### src/rtl/conv_enc_frame_ctrl.sv
// Frame controller around a rate-1/2, K=3 (7,5 octal) convolutional encoder.
// Encodes one captured frame per Start, with optional zero tail, and assembles the coded frame.
module conv_enc_frame_ctrl #(
  parameter int FRAME_LEN = 11,
  parameter int TAIL_EN   = 1,
  localparam int TAIL     = (TAIL_EN != 0) ? 2 : 0,
  localparam int NSYM     = FRAME_LEN + TAIL,
  localparam int ENC_W    = 2 * NSYM,
  localparam int CNT_W    = $clog2(FRAME_LEN + 3)
) (
  input  logic                 Clk,
  input  logic                 Rst_n,
  input  logic                 Start,
  input  logic [FRAME_LEN-1:0] Frame_In,
  output logic                 Busy,
  output logic                 Sym_Valid,
  output logic [1:0]           Sym_Out,
  output logic [1:0]           PS_Out,
  output logic [1:0]           NS_Out,
  output logic [ENC_W-1:0]     Encoded_Out,
  output logic                 Done
);

  typedef enum logic [1:0] {
    ST_IDLE   = 2'd0,
    ST_ENCODE = 2'd1,
    ST_FLUSH  = 2'd2,
    ST_DONE   = 2'd3
  } state_t;

  // Encoder output {Y1,Y0} for input x and state {s1,s0}.
  function automatic logic [1:0] conv_sym(input logic x, input logic [1:0] s);
    conv_sym = {x ^ s[1] ^ s[0], x ^ s[0]};
  endfunction

  // Register state after shifting x in; s1 always holds the newest bit.
  function automatic logic [1:0] conv_next(input logic x, input logic [1:0] s);
    conv_next = {x, s[1]};
  endfunction

  state_t               state_r;
  logic [FRAME_LEN-1:0] shreg_r;
  logic [1:0]           st_r;
  logic [CNT_W-1:0]     cnt_r;
  logic [ENC_W-1:0]     enc_r;
  logic                 busy_r;
  logic                 sym_valid_r;
  logic                 done_r;
  logic [1:0]           sym_r;
  logic [1:0]           ps_r;
  logic [1:0]           ns_r;

  logic                 x_s;
  logic [1:0]           y_s;
  logic [1:0]           ns_s;
  logic                 last_data_s;
  logic                 last_sym_s;

  // Current encoder input, symbol and end-of-phase decodes.
  always_comb begin
    x_s = 1'b0;
    if (state_r == ST_ENCODE) begin
      x_s = shreg_r[0];
    end else begin
      x_s = 1'b0;
    end
    y_s         = conv_sym(x_s, st_r);
    ns_s        = conv_next(x_s, st_r);
    last_data_s = (cnt_r == CNT_W'(FRAME_LEN - 1));
    last_sym_s  = (cnt_r == CNT_W'(NSYM - 1));
  end

  // Frame FSM with all outputs registered.
  always_ff @(posedge Clk or negedge Rst_n) begin
    if (!Rst_n) begin
      state_r     <= ST_IDLE;
      shreg_r     <= '0;
      st_r        <= 2'b00;
      cnt_r       <= '0;
      enc_r       <= '0;
      busy_r      <= 1'b0;
      sym_valid_r <= 1'b0;
      done_r      <= 1'b0;
      sym_r       <= 2'b00;
      ps_r        <= 2'b00;
      ns_r        <= 2'b00;
    end else begin
      case (state_r)
        ST_IDLE: begin
          sym_valid_r <= 1'b0;
          done_r      <= 1'b0;
          if (Start) begin
            shreg_r <= Frame_In;
            st_r    <= 2'b00;
            cnt_r   <= '0;
            enc_r   <= '0;
            busy_r  <= 1'b1;
            state_r <= ST_ENCODE;
          end else begin
            busy_r  <= 1'b0;
          end
        end
        ST_ENCODE, ST_FLUSH: begin
          sym_r       <= y_s;
          ps_r        <= st_r;
          ns_r        <= ns_s;
          sym_valid_r <= 1'b1;
          st_r        <= ns_s;
          cnt_r       <= cnt_r + CNT_W'(1);
          shreg_r     <= {1'b0, shreg_r[FRAME_LEN-1:1]};
          for (int i = 0; i < NSYM; i++) begin
            if (cnt_r == CNT_W'(i)) begin
              enc_r[2*i +: 2] <= y_s;
            end
          end
          // Data phase ends after FRAME_LEN symbols; tail phase after all NSYM.
          if ((state_r == ST_ENCODE) && last_data_s && (TAIL != 0)) begin
            state_r <= ST_FLUSH;
            done_r  <= 1'b0;
          end else if (((state_r == ST_ENCODE) && last_data_s) || last_sym_s) begin
            state_r <= ST_DONE;
            done_r  <= 1'b1;
          end else begin
            done_r  <= 1'b0;
          end
        end
        ST_DONE: begin
          sym_valid_r <= 1'b0;
          done_r      <= 1'b0;
          busy_r      <= 1'b0;
          state_r     <= ST_IDLE;
        end
        default: begin
          sym_valid_r <= 1'b0;
          done_r      <= 1'b0;
          busy_r      <= 1'b0;
          state_r     <= ST_IDLE;
        end
      endcase
    end
  end

  assign Busy        = busy_r;
  assign Sym_Valid   = sym_valid_r;
  assign Sym_Out     = sym_r;
  assign PS_Out      = ps_r;
  assign NS_Out      = ns_r;
  assign Encoded_Out = enc_r;
  assign Done        = done_r;

endmodule

### config.mk
export PLATFORM = sky130hd
export DESIGN_NAME = conv_enc_frame_ctrl
export DESIGN_NICKNAME = d
export VERILOG_FILES = /design/src/rtl/conv_enc_frame_ctrl.sv
export SDC_FILE = /design/constraint.sdc
export NUM_CORES = 1
export LEC_CHECK = 0
export CORE_MARGIN = 10
export CORE_UTILIZATION = 26
export DETAILED_ROUTE_END_ITERATION = 10
export SYNTH_ARGS = -nofsm -noshare
export SYNTH_HDL_FRONTEND = slang
export SYNTH_SLANG_ARGS = --single-unit
### constraint.sdc
create_clock -name Clk -period 3.95 [get_ports Clk]
set_input_delay 0.5925 -clock Clk [delete_from_list [all_inputs] [get_ports Clk]]
set_output_delay 0.5925 -clock Clk [all_outputs]
set_load 0.01 [all_outputs]
Figure 1. Selected gate families.
Scale bar: 20 µm.
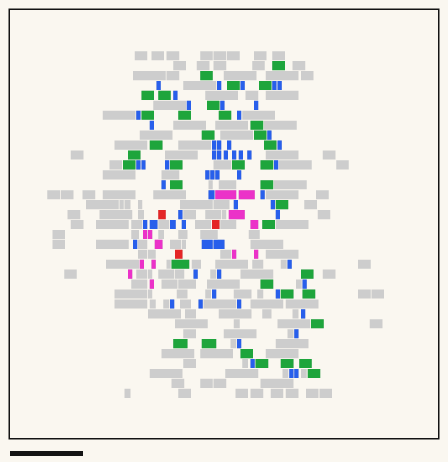
Green is multiplexers, cells 37, most used mux2i_1. Red is AND and OR gates, cells 3, most used and3_1. Magenta is NOR gates, cells 13, most used nor2_1. Blue is NAND gates, cells 60, most used nand2_1.
combinational fraction of the cell area: 0.328
most frequent logic cell in the layout: nand2_1
Final Instance Count excl. Fillers: 401

Figure 2. Placement view.
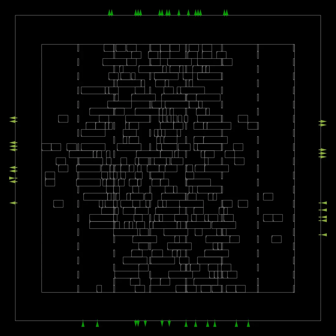
Core ar.: 0.00924 mm²
filler cell count: 941
Final Util: 0.339
Tap Cells: 129
sequential share of cell area: 0.423

Figure 3. Zoomed window.
Scale bar: 10 µm. Region (46, 23) to (71, 48) µm. Cells in grey, sequential cells in the stronger grey; small squares are vias.
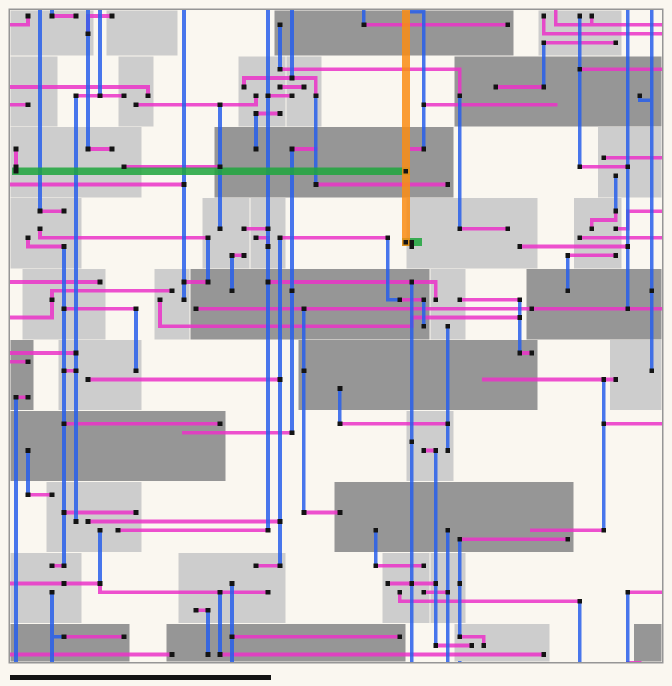
Blue is metal 2. Orange is metal 4. Green is metal 3. Magenta is metal 1.
Most frequent: dfrtp_1 (10), nand2_1 (6), o21ai_0 (5). Netlist names of flops here include shreg_r (4), cnt_r (2), st_r (2). Sequential cells in the window: 10. 36 logic cells have their middle in the window.

==> how the worst max path moves through the flow <==
| stage | slack (ns) | start | cells after the start | to |
|---|---|---|---|---|
| after floorplan | 2.33 | state_r[0] | 8 | Encoded_Out[0] |
| after global placement | 1.48 | state_r[0] | 7 | Encoded_Out[2] |
| after detailed placement | 1.37 | state_r[0] | 7 | Encoded_Out[16] |
| after CTS | 1.34 | state_r[0] | 7 | Encoded_Out[16] |
| after global routing | 1.09 | state_r[0] | 7 | Encoded_Out[19] |
| final | 1.35 | state_r[0] | 7 | Encoded_Out[22] |
==> final cells by class <==
type                    count  share of cell area
repair buffers             51               0.159
multi-input cells         153               0.328
clock inverters             1             0.00240
well taps                 129              0.0515
flip-flops and latches     53               0.423
clock buffers               6              0.0264
inverters                   8             0.00958
==> impl_metrics.json <==
{
  "status": "completed",
  "syn_nets": 248,
  "timing.final.ws_setup_ns": 1.35,
  "grt_busiest_layer": "met2",
  "critPathTopFamily": "simple AND/OR/NAND/NOR gates",
  "vias": 1730,
  "root_buffer": "clkbuf_8",
  "cts-resized-gates": 0,
  "seq_power_mw": 0.917,
  "chip_area_mm2": 0.0137,
  "wl_met3_um": 301,
  "first_pass_iters": 4,
  "wl_met2_mm": 2.54,
  "largest_reg_flops": 26,
  "pwr-share-seq": 0.361,
  "ys_sh_xor": 0.0178,
  "grt_pass1_vias": 1799,
  "ys_seq_frac": 0.539,
  "timing.final.crit_period_ns": 2.60,
  "ios": 49,
  "dp.cells": 394,
  "path_common_cell": "inv_1",
  "clkPwrFrac": 0.122,
  "die_h_um": 117,
  "syn_inst": 227,
  "ys_types": 32,
  "comb_power_share": 0.517,
  "clk_latency_ns": 0.30,
  "routed.top_layer": "met4",
  "yosys_area_mm2": 0.00246,
  "fmax_mhz": 385,
  "crit_buf_inv": 3,
  "fin_worst_skew_ns": 0.00677,
  "fin_total_pwr_mw": 2.54,
  "intPower_mw": 1.49,
  "async_reset_ff_frac": 1.00,
  "worst_pin_slew_ns": 0.888,
  "topCellsByArea": "dfrtp_1, mux2i_1, nand2_1",
  "clkSinkCount": 53,
  "hold_slack_ns": 0.294,
  "fp.dieW_um": 117,
  "portBuffers": 48,
  "post_dp_cell_area_mm2": 0.00304,
  "pg_comb_mw": 1.31,
  "dr.first_iter.drc_count": 39,
  "synth_area_leader_cell": "dfrtp_1",
  "wl_per_cell_um": 14.2,
  "critical-path-max-stage-delay_ns": 0.65,
  "numSynthFlops": 53,
  "n_antenna_cell": 0,
  "ant_nets": 0,
  "power.group.top": "combinational cells",
  "finalHoldViolCount": 0,
  "setup-violations-final": 0,
  "drive_gt1_frac": 0.0625,
  "netlist_area_mm2": 0.00246,
  "finalSetupTns_ns": 0,
  "rsz0062_at_grt": "no",
  "critPathRequiredTime_ns": 4.11,
  "antenna_found_initial": 0,
  "clkSlewWorstSetupHoldPaths_ns": 0.09,
  "clock_path_buffers": 2,
  "path_cells": "inv_1 -> ha_1 -> buf_4 -> inv_1 -> nand3_1 -> nand2_1 -> mux2i_1",
  "simple_gate_share": 0.139,
  "timing.final.max_slew_violations": 0,
  "yosys_warnings": 0,
  "switching_share": 0.413,
  "netlist_top_cells_count": "nand2_1, dfrtp_1, mux2i_1, o21ai_0, buf_2",
  "grt_use_total": 0.0860,
  "ff_type": "dfrtp_1",
  "finalInstanceArea_mm2": 0.00313,
  "cp.arrival_ns": 2.76,
  "grt.met1_usage": 0.116,
  "switchingPower_mw": 1.05,
  "cts_tree": "yes",
  "pwr_density_cell_mw_per_mm2": 811,
  "mostFrequentLayoutCells": "nand2_1, dfrtp_1, clkdlybuf4s50_1",
  "finalCritPeriodShare": 0.658,
  "use_met3": 0.0229,
  "numCtsBuffers": 5,
  "drc": 0,
  "peakVddDrop_mv": 0.417,
  "warning_count": 31,
  "htreeDepth": 2,
  "routed_wl_mm": 5.68,
  "clk-power_mw": 0.310,
  "cap_viol_max_count": 0,
  "ys_cells": 227,
  "hp-class": "input port to asynchronous set/reset pin",
  "r2r-start": "state_r[0]",
  "rows": 35,
  "synth.most_common_cell": "nand2_1",
  "area_growth_pct": 27.4,
  "met1_length_mm": 2.76,
  "initCoreUtil": 0.266,
  "postCtsSetupRepairBufs": 0,
  "dp_hpwl_mm": 4.11,
  "post-place-ws_ns": 1.37,
  "final_nets": 293,
  "grt_max_degree": 31,
  "end_kind": "flip-flop",
  "slowest_stage": "nand3_1",
  "critPathLaunchType": "flip-flop",
  "reg2reg_setup_slack_ns": 1.35,
  "edf_count": 0,
  "reg2reg_depth": 7,
  "vias_per_cell": 4.31,
  "aoi_share": 0.0718,
  "synthTopLogicFamily": "multiplexers",
  "synthAdderAreaFrac": 0.0356,
  "slew_headroom": 0.407,
  "synthMuxAreaShare": 0.153,
  "worstSetupPathType": "flip-flop to flip-flop",
  "gp_congestion": 0.735,
  "top_area_frac": 0.539,
  "ctsHoldBuffers": 0,
  "reg2reg_to": "Encoded_Out[22]",
  "use_met2": 0.129,
  "grt_first_pass_wirelength_mm": 9.45,
  "avgSynthCellArea_um2": 10.8,
  "p_leak_nw": 1.50,
  "logic_area_mm2": 0.00103,
  "crit_fanout": 24,
  "seqCellArea_mm2": 0.00133,
  "grt_overflow": 0
}
Power figures rest on the tool's default switching activity, not on a simulated workload.
